**config.mk**
```make
export PLATFORM = sky130hd
export DESIGN_NAME = fetch_unit
export DESIGN_NICKNAME = d
export VERILOG_FILES = /design/src/rtl/fetch_unit.sv
export SDC_FILE = /design/constraint.sdc
export NUM_CORES = 1
export LEC_CHECK = 0
export CELL_PAD_IN_SITES_DETAIL_PLACEMENT = 0
export CELL_PAD_IN_SITES_GLOBAL_PLACEMENT = 2
export CORE_MARGIN = 1.5
export CORE_UTILIZATION = 22
export CTS_CLUSTER_DIAMETER = 60
export CTS_CLUSTER_SIZE = 12
export DETAILED_ROUTE_END_ITERATION = 10
export PLACE_DENSITY = 0.85
export SYNTH_ARGS = -nofsm -noshare
export SYNTH_HDL_FRONTEND = slang
export SYNTH_SLANG_ARGS = --single-unit
export TNS_END_PERCENT = 30
```
**constraint.sdc**
```tcl
create_clock -name clk -period 1.89 [get_ports clk]
set_input_delay 0.189 -clock clk [delete_from_list [all_inputs] [get_ports clk]]
set_output_delay 0.189 -clock clk [all_outputs]
set_load 0.02 [all_outputs]
```
**src/rtl/fetch_unit.sv**
```systemverilog
// Instruction-fetch stage: owns the PC, addresses the combinational instruction memory and
// captures the returned word into the IF/ID register. Handles stall, redirect, HALT and faults.
module fetch_unit #(
  parameter int unsigned          BITS_SIZE   = 32,
  parameter int unsigned          MEMORY_SIZE = 256,
  parameter int unsigned          RESET_PC    = 0,
  parameter logic [BITS_SIZE-1:0] HALT_WORD   = {BITS_SIZE{1'b1}}
) (
  input  logic                 clk,
  input  logic                 reset,
  input  logic                 stall,
  input  logic                 redirect,
  input  logic [BITS_SIZE-1:0] redirect_pc,
  output logic [BITS_SIZE-1:0] instr_addr,
  input  logic [BITS_SIZE-1:0] instr_data,
  output logic [BITS_SIZE-1:0] if_id_instr,
  output logic [BITS_SIZE-1:0] if_id_pc,
  output logic [BITS_SIZE-1:0] if_id_pc_plus1,
  output logic                 if_id_valid,
  output logic                 fetch_fault,
  output logic                 halted
);

  typedef enum logic [1:0] {StRun, StHalt, StFault} state_e;

  localparam logic [BITS_SIZE-1:0] MemWords = BITS_SIZE'(MEMORY_SIZE);
  localparam logic [BITS_SIZE-1:0] ResetPc  = BITS_SIZE'(RESET_PC);
  localparam logic [BITS_SIZE-1:0] One      = BITS_SIZE'(1);

  state_e               state_q;
  logic [BITS_SIZE-1:0] pc_q;
  logic [BITS_SIZE-1:0] instr_q;
  logic [BITS_SIZE-1:0] id_pc_q;
  logic [BITS_SIZE-1:0] id_pc_plus1_q;
  logic                 valid_q;
  logic                 fault_q;
  logic                 halted_q;

  logic                 pc_in_range;
  logic [BITS_SIZE-1:0] pc_next_seq;

  assign pc_in_range = (pc_q < MemWords);
  assign pc_next_seq = pc_q + One;

  always_ff @(posedge clk) begin
    if (reset) begin
      state_q       <= StRun;
      pc_q          <= ResetPc;
      instr_q       <= '0;
      id_pc_q       <= '0;
      id_pc_plus1_q <= '0;
      valid_q       <= 1'b0;
      fault_q       <= 1'b0;
      halted_q      <= 1'b0;
    end else if (redirect) begin
      // Word at the current PC is wrong-path: drop it and restart at the target.
      state_q       <= StRun;
      pc_q          <= redirect_pc;
      instr_q       <= '0;
      id_pc_q       <= '0;
      id_pc_plus1_q <= '0;
      valid_q       <= 1'b0;
      fault_q       <= 1'b0;
      halted_q      <= 1'b0;
    end else if (!stall) begin
      unique case (state_q)
        StRun: begin
          if (pc_in_range) begin
            instr_q       <= instr_data;
            id_pc_q       <= pc_q;
            id_pc_plus1_q <= pc_next_seq;
            valid_q       <= 1'b1;
            pc_q          <= pc_next_seq;
            if (instr_data == HALT_WORD) begin
              state_q  <= StHalt;
              halted_q <= 1'b1;
            end
          end else begin
            instr_q       <= '0;
            id_pc_q       <= '0;
            id_pc_plus1_q <= '0;
            valid_q       <= 1'b0;
            state_q       <= StFault;
            fault_q       <= 1'b1;
          end
        end
        StHalt, StFault: begin
          instr_q       <= '0;
          id_pc_q       <= '0;
          id_pc_plus1_q <= '0;
          valid_q       <= 1'b0;
        end
        default: begin
          state_q <= StRun;
        end
      endcase
    end
  end

  assign instr_addr     = pc_q;
  assign if_id_instr    = instr_q;
  assign if_id_pc       = id_pc_q;
  assign if_id_pc_plus1 = id_pc_plus1_q;
  assign if_id_valid    = valid_q;
  assign fetch_fault    = fault_q;
  assign halted         = halted_q;

endmodule

```
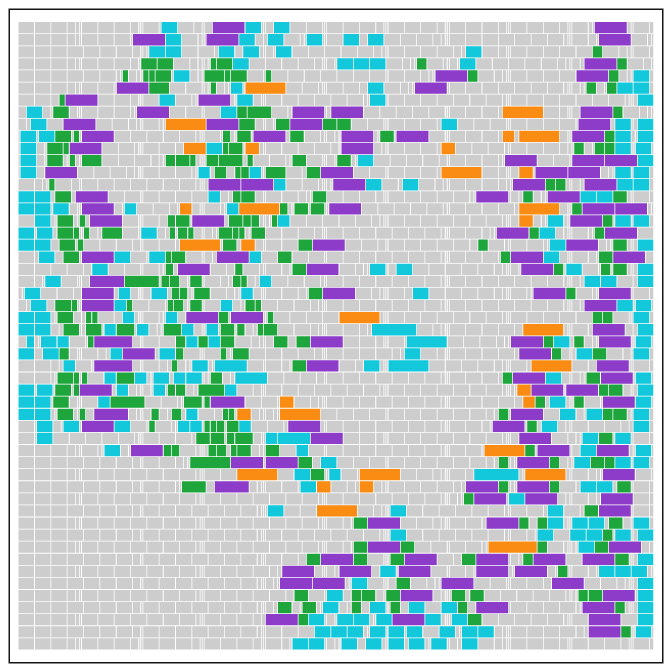
(images/cell_classes.png)
Fill, decap, tap and diode cells in gray.
all other logic: drawn in green, cells 258. other buffers and delay cells: drawn in cyan, cells 244. clock drivers and dummy loads: drawn in orange, cells 32. flip-flops: drawn in purple, cells 133.
fin util: 39.1%
Final Instance Area: 7910 um2
Seq/total area: 33.8%
Std-Cell Rows: 52
core area: 20200 um2

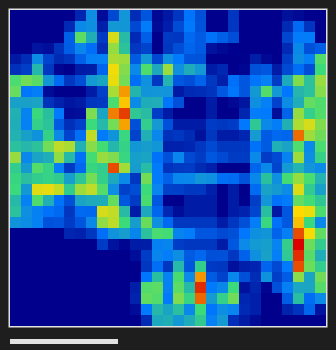
(images/wire_density.png)
Bar = 50 um. The die is cut into 29 by 29 equal tiles; dark blue is low, red is high, scaled to the fullest tile. Values are wire area over tile area, all layers added.
The fullest tile reaches 0.48. 13% of the tiles are over half the peak. The mean over all tiles is 0.11. The densest ninth of the die: west. 22% of the tiles are nearly empty.
GRT Util Overall: 13.5%
post-DR wirelength/cell: 15.9 um
DR vias: 4038
Total Wirelength: 14.9 mm

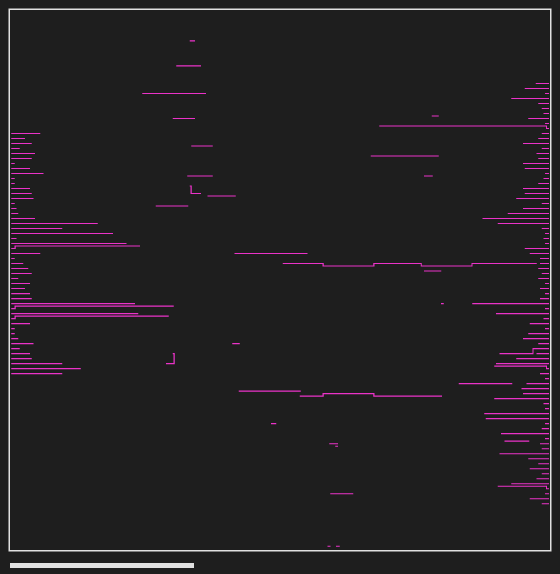
(images/met3.png)
Bar = 50 um.
The wires run mostly horizontal. The layer holds 8.3% of the routed length. The layer carries 1230 um of wire.

==> out/metrics.cfg <==
[status]
status=finished, violations left
violations=setup timing

[routing]
ant_nets=0
met2WireLength_mm=6.84
drc=0
dr_wl_met3_mm=1.23

[pwr]
p_leak_nw=3.03
fin_total_pwr_w=0.00676
pwr-share-seq_pct=42.8

[logic_synthesis]
synth_seq_share_pct=58.5
edf_count=0
xor_share_pct=1.35
synth_top_area_share_pct=58.5
fa_ha_area_share_pct=0.825
top_area_cell=dfxtp_1

[sta]
setup-violations-final=1
hold_viol=0
setup_ws_ns=-0.165

[global_routing]
grt_max_degree=78
grt_pass1_wl_mm=22.5

[final_layout]
lay_top_cells=clkdlybuf4s50_1, dfxtp_1, a22o_1
final_common_cell=clkdlybuf4s50_1
final_cells=937

[worst_setup_path]
rrSetupSlack_ns=-0.16

[clock_network]
cts_tree=built

[placement]
pre_cts_slack_ns=-0.280

power by group through the flow:
stage          Combinational, W  Clock [W]  Sequential [W]
3_3_place_gp           0.000618          0         0.00295
2_1_floorplan          0.000188          0         0.00300
3_5_place_dp           0.000622          0         0.00296
6_report               0.000652    0.00321         0.00290
5_1_grt                0.000701    0.00341         0.00290
4_1_cts                0.000632    0.00330         0.00289
how the worst min path moves through the flow:
stage / start / endpoint / slack [ns] / cells after the start
floorplan: instr_data[0] / if_id_instr[0]$_SDFFE_PP0P_ / 0.31 / 1
finish: redirect / state_q[1]$_SDFFE_PP0P_ / 0.25 / 4
global route: redirect / state_q[1]$_SDFFE_PP0P_ / 0.28 / 4
CTS: redirect / state_q[1]$_SDFFE_PP0P_ / 0.23 / 4
detailed placement: if_id_pc[12]$_SDFFE_PP0P_ / if_id_pc[12]$_SDFFE_PP0P_ / 0.44 / 1
global placement: if_id_pc_plus1[16]$_SDFFE_PP0P_ / if_id_pc_plus1[16]$_SDFFE_PP0P_ / 0.44 / 1
cell type report:
| type | count | share of cell area, % |
|---|---|---|
| clock buffer | 18 | 5.55 |
| clock inverter | 14 | 1.77 |
| inverter | 7 | 0.332 |
| multi-input combinational | 251 | 23.4 |
| sequential | 133 | 33.8 |
| tap | 270 | 4.27 |
| timing repair buffer | 244 | 30.8 |
synth_stat cells, drive strengths merged (3+ instances only):
cell      n
dfxtp   133
a22o     49
and2     47
nor2     39
clkbuf   27
mux2i    23
nand4    11
nand3     9
nor4      8
o21ai     8
a311oi    7
inv       7
or4       6
nand2     5
xor2      5
nor3      4
a21oi     3
buf       3
ha        3
or3       3
worst reg2reg max path, stage by stage, from the launching register on:
cell and delay [ns]:
dfxtp_4 0.34, or4_4 0.54, or4_4 0.54, or3_1 0.32, a311oi_1 0.24
Power is estimated from default activity; no workload was simulated.
